### src/rtl/axi_lite_req_arbiter.sv
// Round-robin arbiter that shares one AXI4-Lite master port between
// NUM_REQ local requesters using a simple req/done command interface.
// Only one transaction is in flight at a time: a write (AW+W, then B)
// or a read (AR, then R).
//
// Ports:
//   aclk, areset            clock, synchronous active-high reset
//   req, req_we             per-requester request (held until done), 1=write
//   req_addr/wdata/wstrb    flattened per-requester command fields
//   done                    one-cycle completion pulse to the granted requester
//   rsp_rdata, rsp_resp     last captured read data / response code
//   busy, gnt_id            transaction in progress, current/last grant
//   aw*, w*, b*, ar*, r*    AXI4-Lite master channels
//
// state   | meaning
// IDLE    | waiting for any req; picks next requester after gnt_id
// WR_AW_W | AW and W offered; each channel retires independently
// WR_B    | waiting for write response
// RD_AR   | AR offered, held until arready
// RD_R    | waiting for read data
// DONE    | done[gnt_id] pulses for this single cycle
module axi_lite_req_arbiter #(
   parameter int NUM_REQ    = 4,
   parameter int ADDR_WIDTH = 32,
   parameter int DATA_WIDTH = 32,
   parameter int STRB_WIDTH = DATA_WIDTH / 8
) (
   input  logic                          aclk,
   input  logic                          areset,
   input  logic [NUM_REQ-1:0]            req,
   input  logic [NUM_REQ-1:0]            req_we,
   input  logic [NUM_REQ*ADDR_WIDTH-1:0] req_addr,
   input  logic [NUM_REQ*DATA_WIDTH-1:0] req_wdata,
   input  logic [NUM_REQ*STRB_WIDTH-1:0] req_wstrb,
   output logic [NUM_REQ-1:0]            done,
   output logic [DATA_WIDTH-1:0]         rsp_rdata,
   output logic [1:0]                    rsp_resp,
   output logic                          busy,
   output logic [$clog2(NUM_REQ)-1:0]    gnt_id,
   output logic [ADDR_WIDTH-1:0]         awaddr,
   output logic                          awvalid,
   input  logic                          awready,
   output logic [DATA_WIDTH-1:0]         wdata,
   output logic [STRB_WIDTH-1:0]         wstrb,
   output logic                          wvalid,
   input  logic                          wready,
   input  logic [1:0]                    bresp,
   input  logic                          bvalid,
   output logic                          bready,
   output logic [ADDR_WIDTH-1:0]         araddr,
   output logic                          arvalid,
   input  logic                          arready,
   input  logic [DATA_WIDTH-1:0]         rdata,
   input  logic [1:0]                    rresp,
   input  logic                          rvalid,
   output logic                          rready
);

   localparam int IDW = $clog2(NUM_REQ);

   typedef enum logic [2:0] {IDLE, WR_AW_W, WR_B, RD_AR, RD_R, DONE} state_t;
   state_t state;

   logic                  pick_vld;
   logic [IDW-1:0]        pick_idx;
   logic [IDW-1:0]        cand;
   logic                  sel_we;
   logic [ADDR_WIDTH-1:0] sel_addr;
   logic [DATA_WIDTH-1:0] sel_wdata;
   logic [STRB_WIDTH-1:0] sel_wstrb;

   // Scan downward from the farthest candidate so the nearest requester
   // after gnt_id is the last (winning) assignment.
   always_comb begin
      pick_vld = 1'b0;
      pick_idx = '0;
      cand     = '0;
      for (int i = NUM_REQ; i >= 1; i--) begin
         cand = IDW'((int'(gnt_id) + i) % NUM_REQ);
         if (req[cand]) begin
            pick_vld = 1'b1;
            pick_idx = cand;
         end
      end
   end

   always_comb begin
      sel_we    = 1'b0;
      sel_addr  = '0;
      sel_wdata = '0;
      sel_wstrb = '0;
      for (int i = 0; i < NUM_REQ; i++) begin
         if (pick_idx == IDW'(i)) begin
            sel_we    = req_we[i];
            sel_addr  = req_addr[i*ADDR_WIDTH +: ADDR_WIDTH];
            sel_wdata = req_wdata[i*DATA_WIDTH +: DATA_WIDTH];
            sel_wstrb = req_wstrb[i*STRB_WIDTH +: STRB_WIDTH];
         end
      end
   end

   always_ff @(posedge aclk) begin
      if (areset) begin
         state     <= IDLE;
         awaddr    <= '0;
         awvalid   <= 1'b0;
         wdata     <= '0;
         wstrb     <= '1;
         wvalid    <= 1'b0;
         bready    <= 1'b0;
         araddr    <= '0;
         arvalid   <= 1'b0;
         rready    <= 1'b0;
         done      <= '0;
         rsp_rdata <= '0;
         rsp_resp  <= '0;
         busy      <= 1'b0;
         gnt_id    <= IDW'(NUM_REQ - 1);
      end else begin
         done <= '0;
         case (state)
            IDLE: begin
               if (pick_vld) begin
                  gnt_id <= pick_idx;
                  busy   <= 1'b1;
                  if (sel_we) begin
                     awaddr  <= sel_addr;
                     wdata   <= sel_wdata;
                     wstrb   <= sel_wstrb;
                     awvalid <= 1'b1;
                     wvalid  <= 1'b1;
                     state   <= WR_AW_W;
                  end else begin
                     araddr  <= sel_addr;
                     arvalid <= 1'b1;
                     state   <= RD_AR;
                  end
               end
            end
            WR_AW_W: begin
               if (awvalid && awready) awvalid <= 1'b0;
               if (wvalid && wready)   wvalid  <= 1'b0;
               // Both channels retired (earlier or on this edge).
               if (!(awvalid && !awready) && !(wvalid && !wready)) begin
                  bready <= 1'b1;
                  state  <= WR_B;
               end
            end
            WR_B: begin
               if (bvalid && bready) begin
                  rsp_resp     <= bresp;
                  bready       <= 1'b0;
                  done[gnt_id] <= 1'b1;
                  state        <= DONE;
               end
            end
            RD_AR: begin
               if (arvalid && arready) begin
                  arvalid <= 1'b0;
                  rready  <= 1'b1;
                  state   <= RD_R;
               end
            end
            RD_R: begin
               if (rvalid && rready) begin
                  rsp_rdata    <= rdata;
                  rsp_resp     <= rresp;
                  rready       <= 1'b0;
                  done[gnt_id] <= 1'b1;
                  state        <= DONE;
               end
            end
            DONE: begin
               busy  <= 1'b0;
               state <= IDLE;
            end
            default: begin
               busy  <= 1'b0;
               state <= IDLE;
            end
         endcase
      end
   end

endmodule
### config.mk
export PLATFORM = sky130hd
export DESIGN_NAME = axi_lite_req_arbiter
export DESIGN_NICKNAME = d
export VERILOG_FILES = /design/src/rtl/axi_lite_req_arbiter.sv
export SDC_FILE = /design/constraint.sdc
export NUM_CORES = 1
export LEC_CHECK = 0
export CAP_MARGIN = 20
export CORE_AREA = 8 8 174 176
export CTS_CLUSTER_DIAMETER = 120
export DETAILED_ROUTE_END_ITERATION = 8
export DIE_AREA = 0 0 182 184
export GPL_ROUTABILITY_DRIVEN = 0
export GPL_TIMING_DRIVEN = 0
export PLACE_DENSITY = 0.65
export RECOVER_POWER = 100
export SYNTH_ARGS = -nofsm -noshare
export SYNTH_HDL_FRONTEND = slang
export SYNTH_SLANG_ARGS = --single-unit
export TNS_END_PERCENT = 50
### constraint.sdc
create_clock -name aclk -period 3.1 [get_ports aclk]
set_input_delay 0.62 -clock aclk [delete_from_list [all_inputs] [get_ports aclk]]
set_output_delay 0.62 -clock aclk [all_outputs]
set_load 0.005 [all_outputs]
flops_by_reg.png
Other sequential cells in the stronger grey, the rest of the logic in the fainter grey.
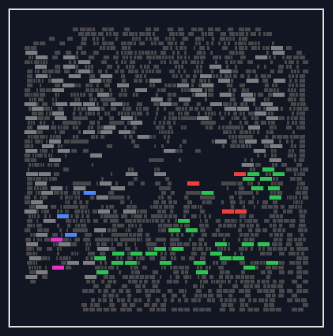
colour	name in the netlist	sequential cells
magenta	`rsp_resp`	2
green	`wdata`	32
blue	`state`	3
red	`wstrb`	4

clocks.png
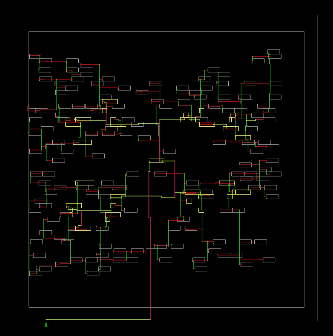
clk latency late pin: 430 ps
clk sinks: 149

logic_types.png
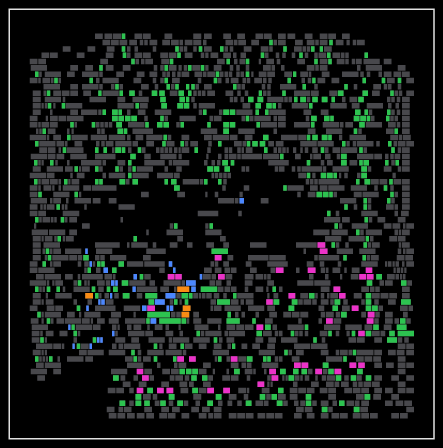
colour	family	cells	most used
orange	mux cells	4	mux2i_1
blue	nor cells	29	nor2_1
green	aoi and oai cells	353	a21oi_1
magenta	non-inverting ao/oa cells	41	a211o_1

power_grid.png
Pins as bars on the die edge.
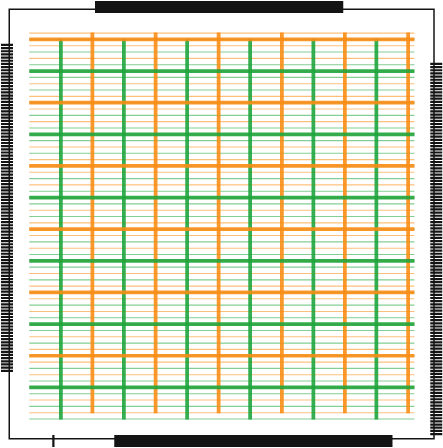
colour	net
green	VSS
orange	VDD
rows	61
signal pins	469
met1 rails	62

detail.png
Window x 20 to 70, y 113 to 163 µm. Cells in grey, sequential cells in the stronger grey; small squares are vias.
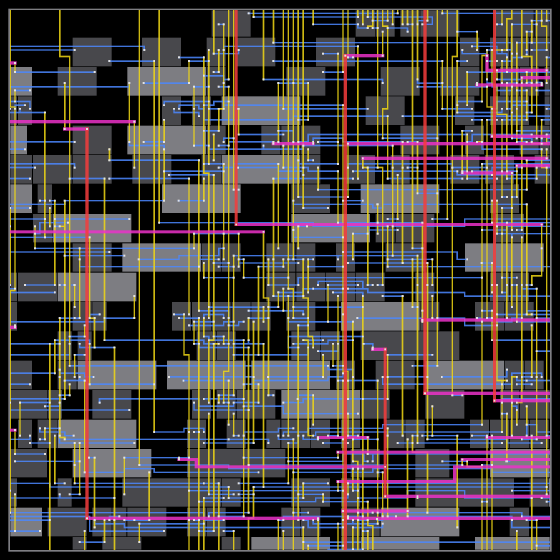
colour	layer
yellow	metal 2
blue	metal 1
magenta	metal 3
red	metal 4
sequential cells in the window	21
most frequent	nand3_1 (39), a21oi_1 (23), dfxtp_1 (21)
cells with their middle in the window	163
netlist names of flops here include	`awaddr` (10), `araddr` (6), `rsp_rdata` (5)

==> run notes <==
run metrics: tool warning count=30, CTS tree=done, startpoint types=input pin, ys flop type=dfxtp_1, adder share=0.5858%, wl on met1=19330 µm, DRT Wirelength=47480 µm, critical path arrival=3340 ps, final hold violations=0, Reg area=2988 µm², fin cells=2006, Power Density=873.3 nW/µm², Post-CTS Hold Fix Bufs=0, simple share=27.09%, non-clock inverter total of the final layout=3, GRT met2 Usage=43.93%, Synth Seq Share=34.92%, Slew HR=43.92%, vias in the first global route=11185, signal buffers share of area=37.62%, Register-to-Register Setup Slack=140 ps, min-delay src=rsp_rdata[21]$_SDFFE_PP0P_, AO/OA Area Share=29.64%, crit path kind=input pin to flop, EDFF count, synth=0, post-route minimum period=2978 ps, P_sw=0.006083 W, final worst slack=121.5 ps, final core occ=52.93%, DR WL met3=4179 µm, PostCTS Resize Cnt=43, Core ar.=27480 µm², Die ar.=33490 µm², Final Cell Area=14540 µm², Chip Area, Yosys=8543 µm², Placement Cell Area=13630 µm², drt first pass iters=5, r2r worst-path depth=12, distinct lib cells=44, combinational power share=64.6%, power share of the clock group=16.5%, Ys Warns=0, ClkCell Share=3.992%, crit path buf inv count=3, tap cells=346, CP Max Fanout=10, Clock Buffer Count=19, worst setup path startpoint=req[0], Syn Inst Count=1146, antenna fix cells=4, total track usage=27.05%, ys cells=1146, worst hold path depth=2, CP most frequent cell=a21oi_1, logic share of the area=34.72%, met3 usage=8.735%, count leader, synth=nand3_1, Setup WS pre-CTS=-791.8 ps, Top Layout Cells=318 x clkdlybuf4s50_1, 237 x nand3_1, 147 x dfxtp_1, 147 x dlygate4sd3_1, 140 x a21oi_1, power consumption=0.01270 W, Yosys top cell area share=34.92%, cell type with the largest total area=dfxtp_1, DRT iter0 DRCs=779, status=complete, no violations, RSZ-0062 raised after global routing=true, Max clock buf depth=2, Cell Area, Synth=8543 µm², total global routing overflow=0, Logic power comb=0.00821 W, ys flops=149, Hold EP=rsp_rdata[21]$_SDFFE_PP0P_, ANT nets after route=0, fill cell count=2639, final worst-path cycle share=96.08%, Net Sw Frac=47.90%, routed len/inst=23.67 µm, yosys xor share=0%, Commonest Layout Cell=clkdlybuf4s50_1, Top class by area=non-clock buffers, Hold WS=449.7 ps, CP peak stage delay=620 ps, met2 routed WL=22170 µm, reg2reg end=wdata[11]$_SDFFE_PP0P_, row cnt=61, sequential cell fraction of total power=18.9%, Post-Route Setup TNS=0 ps, Initial Util=31.09%, clock root buffer=clkbuf_16, Worst Setup EP=wdata[12]$_SDFFE_PP0P_, DRC viols=0, Layout area overhead=70.23%, Clock Pin Slew Worst Setup and Hold Paths=70 ps, Top non-seq family=AND-OR/OR-AND gates, largest net degree at the start of global routing=17, layout cells sized above 1=9.783%, Cell area leaders=dfxtp_1 35%, nand3_1 14%, a21oi_1 8.2%, required time worst endpoint=3460 ps, DPL Wire Length=38010 µm, Clock Power=0.00209 W
Power is estimated from default activity; no workload was simulated.
